**Run 1: sizing map**

Bar = 20 um.
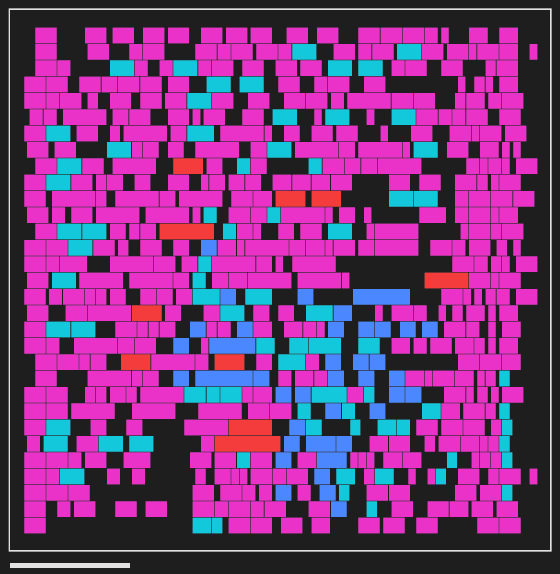
**Run 1: routed metal, one color a layer**

Only two layers are drawn.
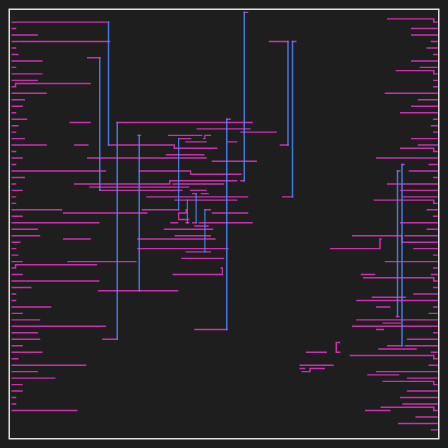
**Run 1: M4 wires**

Bar = 20 um.
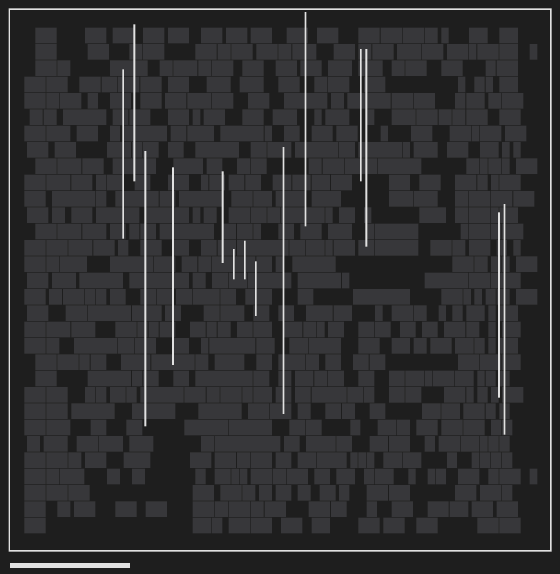
**Run 1: clock nets**

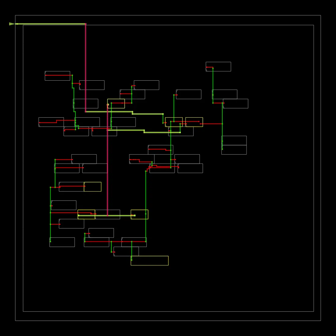
## src/rtl/mem_access_unit_pkg.sv

```systemverilog
// Shared bus widths, FSM encoding, byte-lane select codes and RAM request payload
// for the data-memory access unit.
package mem_access_unit_pkg;

    // Bus widths
    localparam int unsigned DATA_BUS    = 32;
    localparam int unsigned ADDR_BUS    = 32;
    localparam int unsigned MEM_SEL_BUS = 4;

    // Lane widths used by store replication and load extraction
    localparam int unsigned BYTE_W = 8;
    localparam int unsigned HALF_W = 16;

    // Access sequencer states
    typedef enum logic [1:0] {
        ST_IDLE = 2'b00,
        ST_WAIT = 2'b01,
        ST_DONE = 2'b10
    } mau_state_e;

    // Byte-lane enable codes (little-endian lane 0 = bits [7:0])
    localparam logic [MEM_SEL_BUS-1:0] SEL_BYTE0 = 4'b0001;
    localparam logic [MEM_SEL_BUS-1:0] SEL_BYTE1 = 4'b0010;
    localparam logic [MEM_SEL_BUS-1:0] SEL_BYTE2 = 4'b0100;
    localparam logic [MEM_SEL_BUS-1:0] SEL_BYTE3 = 4'b1000;
    localparam logic [MEM_SEL_BUS-1:0] SEL_HALF0 = 4'b0011;
    localparam logic [MEM_SEL_BUS-1:0] SEL_HALF1 = 4'b1100;
    localparam logic [MEM_SEL_BUS-1:0] SEL_WORD  = 4'b1111;

    // Request presented to the data RAM
    typedef struct packed {
        logic                   en;
        logic [MEM_SEL_BUS-1:0] we;
        logic [ADDR_BUS-1:0]    addr;
        logic [DATA_BUS-1:0]    wdata;
    } ram_req_t;

    // Copy right-aligned store data into every lane of its access size so the
    // strobes alone decide which bytes land in memory.
    function automatic logic [DATA_BUS-1:0] replicate_store(
        input logic [MEM_SEL_BUS-1:0] sel,
        input logic [DATA_BUS-1:0]    data
    );
        logic [DATA_BUS-1:0] lanes;
        case (sel)
            SEL_BYTE0, SEL_BYTE1, SEL_BYTE2, SEL_BYTE3: lanes = {4{data[BYTE_W-1:0]}};
            SEL_HALF0, SEL_HALF1:                       lanes = {2{data[HALF_W-1:0]}};
            default:                                    lanes = data;
        endcase
        return lanes;
    endfunction

endpackage

```

## src/rtl/mem_load_formatter.sv

```systemverilog
// Combinational load formatter: picks the lanes named by mem_sel out of a RAM
// word and sign- or zero-extends them to a full register. Unknown selects give 0.
module mem_load_formatter
    import mem_access_unit_pkg::*;
(
    input  logic [DATA_BUS-1:0]    word_i,
    input  logic [MEM_SEL_BUS-1:0] mem_sel_i,
    input  logic                   sign_i,
    output logic [DATA_BUS-1:0]    data_o
);

    logic [BYTE_W-1:0] byte_c;
    logic [HALF_W-1:0] half_c;

    // Lane extraction: route the addressed byte/half down to bit 0
    always_comb begin
        byte_c = word_i[BYTE_W-1:0];
        half_c = word_i[HALF_W-1:0];
        case (mem_sel_i)
            SEL_BYTE1: byte_c = word_i[2*BYTE_W-1:BYTE_W];
            SEL_BYTE2: byte_c = word_i[3*BYTE_W-1:2*BYTE_W];
            SEL_BYTE3: byte_c = word_i[4*BYTE_W-1:3*BYTE_W];
            SEL_HALF1: half_c = word_i[2*HALF_W-1:HALF_W];
            default: begin
                byte_c = word_i[BYTE_W-1:0];
                half_c = word_i[HALF_W-1:0];
            end
        endcase
    end

    // Extension: replicate the lane MSB only for signed loads; illegal selects read as 0
    always_comb begin
        data_o = '0;
        case (mem_sel_i)
            SEL_BYTE0, SEL_BYTE1, SEL_BYTE2, SEL_BYTE3:
                data_o = {{(DATA_BUS-BYTE_W){sign_i & byte_c[BYTE_W-1]}}, byte_c};
            SEL_HALF0, SEL_HALF1:
                data_o = {{(DATA_BUS-HALF_W){sign_i & half_c[HALF_W-1]}}, half_c};
            SEL_WORD:
                data_o = word_i;
            default:
                data_o = '0;
        endcase
    end

endmodule

```

## src/rtl/mem_access_unit.sv

```systemverilog
// MEM-stage data-memory access unit. Sequences one RAM access per instruction
// (IDLE -> [WAIT...] -> DONE), stalls the pipeline until the data is captured,
// and hands formatted load data or the ALU result to MEM/WB.
module mem_access_unit
    import mem_access_unit_pkg::*;
(
    input  logic                   clk,
    input  logic                   rst,
    input  logic                   stall_current_stage,
    input  logic                   mem_read_flag,
    input  logic                   mem_write_flag,
    input  logic                   mem_sign_flag,
    input  logic [MEM_SEL_BUS-1:0] mem_sel,
    input  logic [DATA_BUS-1:0]    mem_write_data,
    input  logic [DATA_BUS-1:0]    result_in,
    input  logic                   reg_write_en_in,
    input  logic                   ram_ready,
    input  logic [DATA_BUS-1:0]    ram_read_data,
    output logic                   ram_en,
    output logic [MEM_SEL_BUS-1:0] ram_write_en,
    output logic [ADDR_BUS-1:0]    ram_addr,
    output logic [DATA_BUS-1:0]    ram_write_data,
    output logic [DATA_BUS-1:0]    result_out,
    output logic                   reg_write_en_out,
    output logic                   stall_request
);

    mau_state_e          state_q;
    mau_state_e          state_d;
    logic [DATA_BUS-1:0] load_q;
    logic [DATA_BUS-1:0] load_d;
    logic [DATA_BUS-1:0] fmt_data;
    logic                access_c;
    logic                issue_c;
    logic                capture_c;
    logic                stall_c;
    ram_req_t            req_c;

    assign access_c = mem_read_flag | mem_write_flag;

    // Load data is formatted on the way into the register so DONE just replays it
    mem_load_formatter u_load_formatter (
        .word_i    (ram_read_data),
        .mem_sel_i (mem_sel),
        .sign_i    (mem_sign_flag),
        .data_o    (fmt_data)
    );

    // State register
    always_ff @(posedge clk) begin
        if (rst) begin
            state_q <= ST_IDLE;
        end else begin
            state_q <= state_d;
        end
    end

    // Load register: cleared by reset, written only when the RAM answers a live request
    always_ff @(posedge clk) begin
        if (rst) begin
            load_q <= '0;
        end else begin
            load_q <= load_d;
        end
    end

    // Next state and load capture; ram_ready is only honoured while a request is out
    always_comb begin
        state_d   = state_q;
        load_d    = load_q;
        capture_c = issue_c & ram_ready;
        case (state_q)
            ST_IDLE: begin
                if (access_c) begin
                    state_d = ram_ready ? ST_DONE : ST_WAIT;
                end
            end
            ST_WAIT: begin
                if (ram_ready) begin
                    state_d = ST_DONE;
                end
            end
            ST_DONE: begin
                if (!stall_current_stage) begin
                    state_d = ST_IDLE;
                end
            end
            default: state_d = ST_IDLE;
        endcase
        if (capture_c) begin
            load_d = fmt_data;
        end
    end

    // Outputs: request/stall from state, everything request-side forced low in reset
    always_comb begin
        issue_c          = 1'b0;
        stall_c          = 1'b0;
        req_c            = '0;
        result_out       = result_in;
        reg_write_en_out = reg_write_en_in;
        case (state_q)
            ST_IDLE: begin
                issue_c = access_c;
                stall_c = access_c;
            end
            ST_WAIT: begin
                issue_c = 1'b1;
                stall_c = access_c;
            end
            default: begin
                issue_c = 1'b0;
                stall_c = 1'b0;
            end
        endcase
        if (rst) begin
            stall_c = 1'b0;
        end else begin
            req_c.en    = issue_c;
            req_c.we    = (issue_c && mem_write_flag) ? mem_sel : '0;
            req_c.addr  = {result_in[ADDR_BUS-1:2], 2'b00};
            req_c.wdata = replicate_store(mem_sel, mem_write_data);
        end
        if ((state_q == ST_DONE) && mem_read_flag) begin
            result_out = load_q;
        end
        reg_write_en_out = reg_write_en_in & ~stall_c;
    end

    assign ram_en         = req_c.en;
    assign ram_write_en   = req_c.we;
    assign ram_addr       = req_c.addr;
    assign ram_write_data = req_c.wdata;
    assign stall_request  = stall_c;

endmodule

```

## config.mk

```make
export PLATFORM = sky130hd
export DESIGN_NAME = mem_access_unit
export DESIGN_NICKNAME = d
export VERILOG_FILES = /design/src/rtl/mem_access_unit_pkg.sv /design/src/rtl/mem_load_formatter.sv /design/src/rtl/mem_access_unit.sv
export SDC_FILE = /design/constraint.sdc
export NUM_CORES = 1
export LEC_CHECK = 0
export CORE_MARGIN = 2
export CORE_UTILIZATION = 39
export CTS_BUF_LIST = sky130_fd_sc_hd__clkbuf_8
export DETAILED_ROUTE_END_ITERATION = 10
export PLACE_DENSITY_LB_ADDON = 0.3
export SETUP_SLACK_MARGIN = 0.2
export SLEW_MARGIN = 0
export SYNTH_ARGS = -nofsm -noshare
export SYNTH_HDL_FRONTEND = slang
export SYNTH_SLANG_ARGS = --single-unit
```

## constraint.sdc

```tcl
create_clock -name clk -period 2.7 [get_ports clk]
set_input_delay 0.405 -clock clk [delete_from_list [all_inputs] [get_ports clk]]
set_output_delay 0.405 -clock clk [all_outputs]
set_load 0.01 [all_outputs]
```

==> notes.md, run 1 <==
Purpose: to document the outcome of synthesis and place and route.

Run status
The run finished with clean final reports.

Finish
The area taken by multi-input combinational cells is reported as 2100 um^2. The storage element area is 681 um^2.

Power and ir drop
The script computed a power per unit cell area of 344 nW/um^2. The relative contribution of the clock network to total power is 26.0%. Looking at the power breakdown, sequential logic takes 29.8% of the total. VDD sags by at most 0.329 mV.

The design internal power is 1280 uW.

STA
The worst clock skew on the final layout is 0.00239 ns. Static timing analysis puts the maximum clock frequency at 0.401 GHz. Setup repair after global routing could not meet its margin everywhere.

The tightest slew margin relative to the limit is 63.7%.

Placed design
The pre-CTS worst setup slack is -0.277 ns. After its last routability iteration, the placer logged a weighted congestion of 0.866.

Logic synthesis
The yosys warning tally is 0. The cell area after technology mapping is 2880 um^2. The and-or/or-and share of the synthesized area is 33.0%. The count of state elements after synthesis is 34.

The synth_stat.txt file lists the number of cells as 357. In this run the biggest area consumer among cell types represents 23.6% of the synthesized area.

Worst setup path
Per the STA report, the cell with the highest stage delay on the worst path is sky130_fd_sc_hd__clkdlybuf4s50_1. The number of buffers and inverters on the critical path is 3.

Floorplanning
The vertical extent of the die is 89.9 um. The floorplan step set the die width to 89.9 um. The die covers 8090 um^2.

Global route
The total overflow left after global routing is 0. Entering global routing, the biggest net connects 38 pins.

Clock tree
In this run the deepest clock path goes through 2 buffers. The clock sink count is 34.

Job
The max-capacitance violation count is 0.
-- 'sizing map' (at the start) --
- blue: _3 and _4 cells (cells 39)
- cyan: _2 cells (cells 76)
- red: _6 and larger (cells 10)
- magenta: _0 and _1 cells (cells 452)
Synth-to-Final Area Change: 85.4%
fin area: 5340 um^2
worst setup margin: 0.206 ns
number of non-clock buffers in the layout: 244

-- 'routed metal, one color a layer' (at the start) --
- magenta: metal 3 (wire length 1,280 um)
- blue: metal 4 (wire length 369 um)
per-cell routed wire length: 18.3 um
total detailed-routing wirelength: 12,400 um

-- 'M4 wires' (at the start) --
- longest straight run: 45.6 um
- share of all routed wire: 3.0%
- nets with wire on the layer: 14
- wire length on this layer: 369 um
- main direction: vertical
vias after detailed routing: 3,832

-- 'clock nets' (at the start) --
number of CTS-inserted buffers: 5
sequential cell count: 34

==> run 1: metrics by stage <==
step                setup TNS, ns  hold WS [ns]  utilization [%]  cell area (um^2)
floorplan                       0         0.451                -              2880
global placement            -4.51         0.484             72.1              5200
detailed placement          -5.24         0.484             72.1              5200
CTS                             0         0.501             73.8              5320
global route                    0         0.534             74.0              5340
finish                          0         0.503             74.0              5340
==> run 1: power by group through the flow <==
stage                     clock (uW)  combinational [uW]  sequential, uW
after global placement             0                 791             558
after global routing             499                 865             549
final                            478                 812             546
after detailed placement           0                 808             558
after floorplan                    0                 340             550
after CTS                        481                 801             547
==> run 1: state kept, by name (all words and copies together), names as in the netlist <==
| signal | flops |
|---|---|
| load_q | 32 |
| state_q | 2 |
==> run 1: tightest hold or removal path, delay by kind of cell, from the launching register on <==
kind	cells	cell delay, ns
AOI/OAI and AO/OA	1	0.05
DFF	1	0.31
and+or+nand+nor	1	0.10
==> run 1: synth_stat cells, drive strengths merged, types with 4 or more instances <==
| cell type | count |
|---|---|
| dfxtp | 34 |
| a221oi | 9 |
| a21oi | 25 |
| buf | 14 |
| nand2 | 35 |
| nor2 | 21 |
| mux2 | 32 |
| or2 | 9 |
| nor3b | 4 |
| and3 | 6 |
| o21ai | 17 |
| clkbuf | 18 |
| nor2b | 41 |
| a222oi | 8 |
| a211oi | 16 |
| a22oi | 31 |
| a22o | 8 |
==> run 1: placed cells by master, fill, tap and decap left out, types with 15 or more instances in the layout <==
master	netlist	final
sky130_fd_sc_hd__a21oi_1	25	21
sky130_fd_sc_hd__o21ai_0	15	15
sky130_fd_sc_hd__dfxtp_1	34	34
sky130_fd_sc_hd__nand2_1	35	34
sky130_fd_sc_hd__nor2b_1	41	40
sky130_fd_sc_hd__nor2_1	21	18
sky130_fd_sc_hd__a22oi_1	31	31
sky130_fd_sc_hd__mux2_2	32	32
sky130_fd_sc_hd__buf_4	3	33
sky130_fd_sc_hd__clkdlybuf4s50_1	0	176
==> run 1: per-layer routing <==
metal	share of wire [%]	up-vias	global-route usage, %
met2	50	251	54.0
met3	10	29	7.80
li1	-	1784	-
met1	37	1768	31.9
met4	3.0	0	7.95
met5	0	-	0
==> run 1: worst max-delay path by stage <==
stage	from	endpoint	slack [ns]	depth (start not counted)
2_1_floorplan	mem_sel[3]	ram_write_data[10]	0.56	5
3_3_place_gp	mem_sel[0]	ram_write_data[17]	-0.25	8
3_5_place_dp	mem_sel[3]	ram_write_data[13]	-0.28	7
4_1_cts	mem_read_flag	result_out[7]	0.19	5
5_1_grt	mem_read_flag	result_out[30]	0.19	5
6_report	mem_read_flag	result_out[7]	0.21	5
==> run 1: repair_timing <==
item	CTS	global route
setup endpoints to repair	27	33
pin swaps	0	2
gates resized	48	29
cloned	0	1
hold endpoints to repair	0	0
buffers inserted	2	0
==> run 1: cell type report <==
type,count,area share [%]
inverters,1,0.0703
clock inverters,1,0.562
well taps,99,2.32
multi-input cells,291,39.3
flip-flops and latches,34,12.7
repair buffers,244,43.4
clock buffers,6,1.55
==> inputs of run 2 (changes only) <==
--- a/config.mk
+++ b/config.mk
@@ -9,6 +9,7 @@
 export CORE_UTILIZATION = 39
 export CTS_BUF_LIST = sky130_fd_sc_hd__clkbuf_8
 export DETAILED_ROUTE_END_ITERATION = 10
+export HOLD_SLACK_MARGIN = 0.05
 export PLACE_DENSITY_LB_ADDON = 0.3
 export SETUP_SLACK_MARGIN = 0.2
 export SLEW_MARGIN = 0
**Run 2: sizing map**

Bar = 20 um.
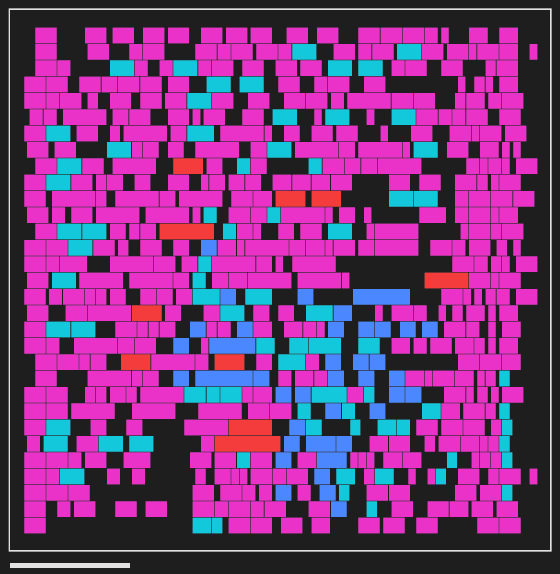
- red: _6 and larger (cells 10)
- magenta: _0 and _1 cells (cells 452)
- cyan: _2 cells (cells 76)
- blue: _3 and _4 cells (cells 39)

**Run 2: M4 wires**

Bar = 20 um.
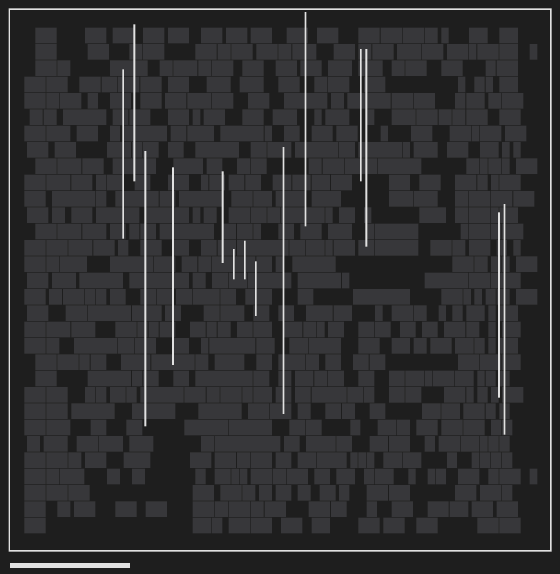
- wire length on this layer: 369 um
- main direction: vertical
- share of all routed wire: 3.0%

**Run 2: clock nets**

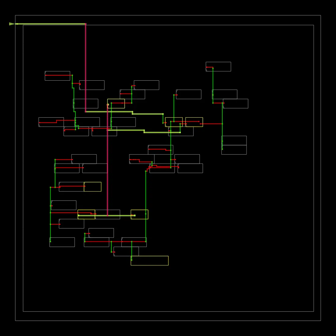
Num Clock Sinks: 34
clock distribution power: 478 uW
Clk Latency, worst-skew pair: 0.28 ns
Clock Skews: 0.00239 ns
final-layout clock buffer total: 6

==> run 2 against run 1 <==
- non-clock buffer count did not move
- setup slack stayed put
- design area unchanged
- global-route usage did not move
==> notes.md, run 2 <==
Purpose: to document the outcome of synthesis and place and route.

Floorplanning
The die footprint came to 8090 um^2 (unchanged). The floorplan die width is 89.9 um (unchanged). The vertical extent of the die came to 89.9 um (unchanged). Row generation in the floorplan step produced 31 rows.

Worst setup path
The minimum setup slack among reg-to-reg paths is 0.99 ns. The critical path goes through clkdlybuf4s50_1 -> nand2_2 -> buf_12 -> mux2_2 -> clkdlybuf4s50_1. The cell depth of the worst setup path is 5 (unchanged). The startpoint of the most critical setup path is mem_read_flag. The critical path's slowest cell is sky130_fd_sc_hd__clkdlybuf4s50_1.

The critical path endpoint is result_out[7]. The sum of buffers and inverters on the critical path is 3 (unchanged). The type of the worst setup path is primary input to output pin. In this run the critical register-to-register path is captured at load_q[11]$_SDFFE_PP0P_.

Finish
The number of flip-flops in the largest register was 32 (unchanged). The library cell used most frequently in the layout, excluding fill and tap cells, is sky130_fd_sc_hd__clkdlybuf4s50_1. The storage element area came to 681 um^2 (unchanged). The combinational gate area is 2100 um^2 (unchanged). The area growth from synthesis to layout is 85.4% (unchanged). In the layout the commonest cells are sky130_fd_sc_hd__clkdlybuf4s50_1 (176), sky130_fd_sc_hd__nor2b_1 (40), sky130_fd_sc_hd__nand2_1 (34), sky130_fd_sc_hd__dfxtp_1 (34), sky130_fd_sc_hd__buf_4 (33). The register ranked first by flip-flop count is load_q. The cell area after layout came to 5340 um^2 (unchanged).

Placed design
The placed instance area is 5200 um^2 (unchanged). The pre-CTS worst setup slack is -0.277 ns (unchanged). The routability congestion estimate from global placement is 0.866 (unchanged). Once detailed placement completed, the half-perimeter wirelength came to 9590 um.

Logic synthesis
The most frequently used flop master after synthesis is sky130_fd_sc_hd__dfxtp_1. Sorting the synthesis cell report by count puts at the top sky130_fd_sc_hd__nor2b_1. The yosys warning tally is 0 (unchanged).

The number of cells in the yosys synthesis report is 357 (unchanged). The commonest cells after synthesis are sky130_fd_sc_hd__nor2b_1 (41), sky130_fd_sc_hd__nand2_1 (35), sky130_fd_sc_hd__dfxtp_1 (34). The cell area after technology mapping was 2880 um^2 (unchanged).

The portion of synthesized cell area occupied by the leading cell type is 23.6% (unchanged). The count of state elements after synthesis was 34 (unchanged).

Clock tree
The number of buffers created by CTS is 5 (unchanged). The buffer cell driving the clock tree root is sky130_fd_sc_hd__clkbuf_8. The worst-case clock buffer depth is 2 (unchanged).

Routing
The detail-routed net length per standard cell was 18.3 um (unchanged). The total number of vias is 3,832 (unchanged). The total wirelength of the detailed-routed design is 12,400 um (unchanged).

STA
Setup repair after global routing could not meet its margin everywhere. The achievable clock frequency is 0.401 GHz (unchanged). The tightest slew margin relative to the limit is 63.7% (unchanged). The final worst-path setup slack was 0.206 ns (unchanged).

Global route
The largest net degree at the start of global routing came to 38 (unchanged). The overflow left after global routing is 0 (unchanged).

Run status
The flow ran to the end, and the final reports show no timing, DRC or antenna violations.

Power and ir drop
The peak ir drop on the vdd network is 0.329 mV (unchanged). The power density over the cells came to 344 nW/um^2 (unchanged).

Job
The max-capacitance violation count came to 0 (unchanged).
-- run 2: cell counts in the layout (fill, tap and decap cells not counted) --
Identical to the previous run, type by type.
-- run 2: worst reg2reg max path, cell delays in order (launching register included) --
cell and delay [ns]:
sky130_fd_sc_hd__dfxtp_1 0.35, sky130_fd_sc_hd__nand2b_1 0.23, sky130_fd_sc_hd__or2_2 0.43, sky130_fd_sc_hd__o21bai_2 0.46, sky130_fd_sc_hd__a211oi_1 0.11
-- run 2: routing by layer --
metal  vias up  routed length (um)  GRT usage (%)
met5         -                   0              0
met4         0                 369           7.95
met3        29                1280           7.80
met2       251                6220           54.0
met1      1768                4520           31.9
li1       1784                   -              -
-- run 2: worst min-delay path by stage --
stage	from	end	slack, ns	cells past startpoint
global placement	load_q[25]$_SDFFE_PP0P_	load_q[25]$_SDFFE_PP0P_	0.48	2
floorplan	state_q[1]$_SDFFE_PP0P_	state_q[0]$_SDFFE_PP0P_	0.45	1
CTS	load_q[20]$_SDFFE_PP0P_	load_q[20]$_SDFFE_PP0P_	0.50	2
detailed placement	load_q[20]$_SDFFE_PP0P_	load_q[20]$_SDFFE_PP0P_	0.48	2
global route	load_q[13]$_SDFFE_PP0P_	load_q[13]$_SDFFE_PP0P_	0.53	2
finish	load_q[3]$_SDFFE_PP0P_	load_q[3]$_SDFFE_PP0P_	0.50	2
-- run 2: power by group --
part	switching, uW	total (uW)	internal, uW
sequential	16.8	546	529
clock	182	478	295
combinational	358	812	454
total	557	1840	1280
-- run 2: logic make-up (layout without fill, tap and decap cells) --
| group | count (synthesis) | after routing | share of synthesized area, % |
|---|---|---|---|
| AND/OR/NAND/NOR | 130 | 130 | 24.7 |
| AND-OR/OR-AND | 124 | 124 | 33.0 |
| flip-flops | 34 | 34 | 23.6 |
| buffers and inverters | 33 | 252 | 5.08 |
| multiplexers | 32 | 32 | 12.5 |
| XOR/XNOR | 3 | 3 | 0.913 |
| other | 1 | 2 | 0.130 |
-- run 2: timing repair --
item / CTS / global route
pin swaps: 0 / 2
buffers inserted: 2 / 0
setup endpoints to repair: 27 / 33
cloned: 0 / 1
resized: 48 / 29
-- run 2: area by class of cell --
class	instances	area share (%)
repair buffers	244	43.4
inverters	1	0.0703
clock inverters	1	0.562
well taps	99	2.32
multi-input cells	291	39.3
flip-flops and latches	34	12.7
clock buffers	6	1.55
-- run 2: stage by stage --
| step | hold slack, ns | setup TNS [ns] | util, % | total power [uW] |
|---|---|---|---|---|
| floorplan | 0.451 | 0 | - | 891 |
| global placement | 0.484 | -4.51 | 72.1 | 1350 |
| detailed placement | 0.484 | -5.24 | 72.1 | 1370 |
| CTS | 0.501 | 0 | 73.8 | 1830 |
| global route | 0.534 | 0 | 74.0 | 1910 |
| finish | 0.503 | 0 | 74.0 | 1840 |
Power and IR drop assume default switching activity.
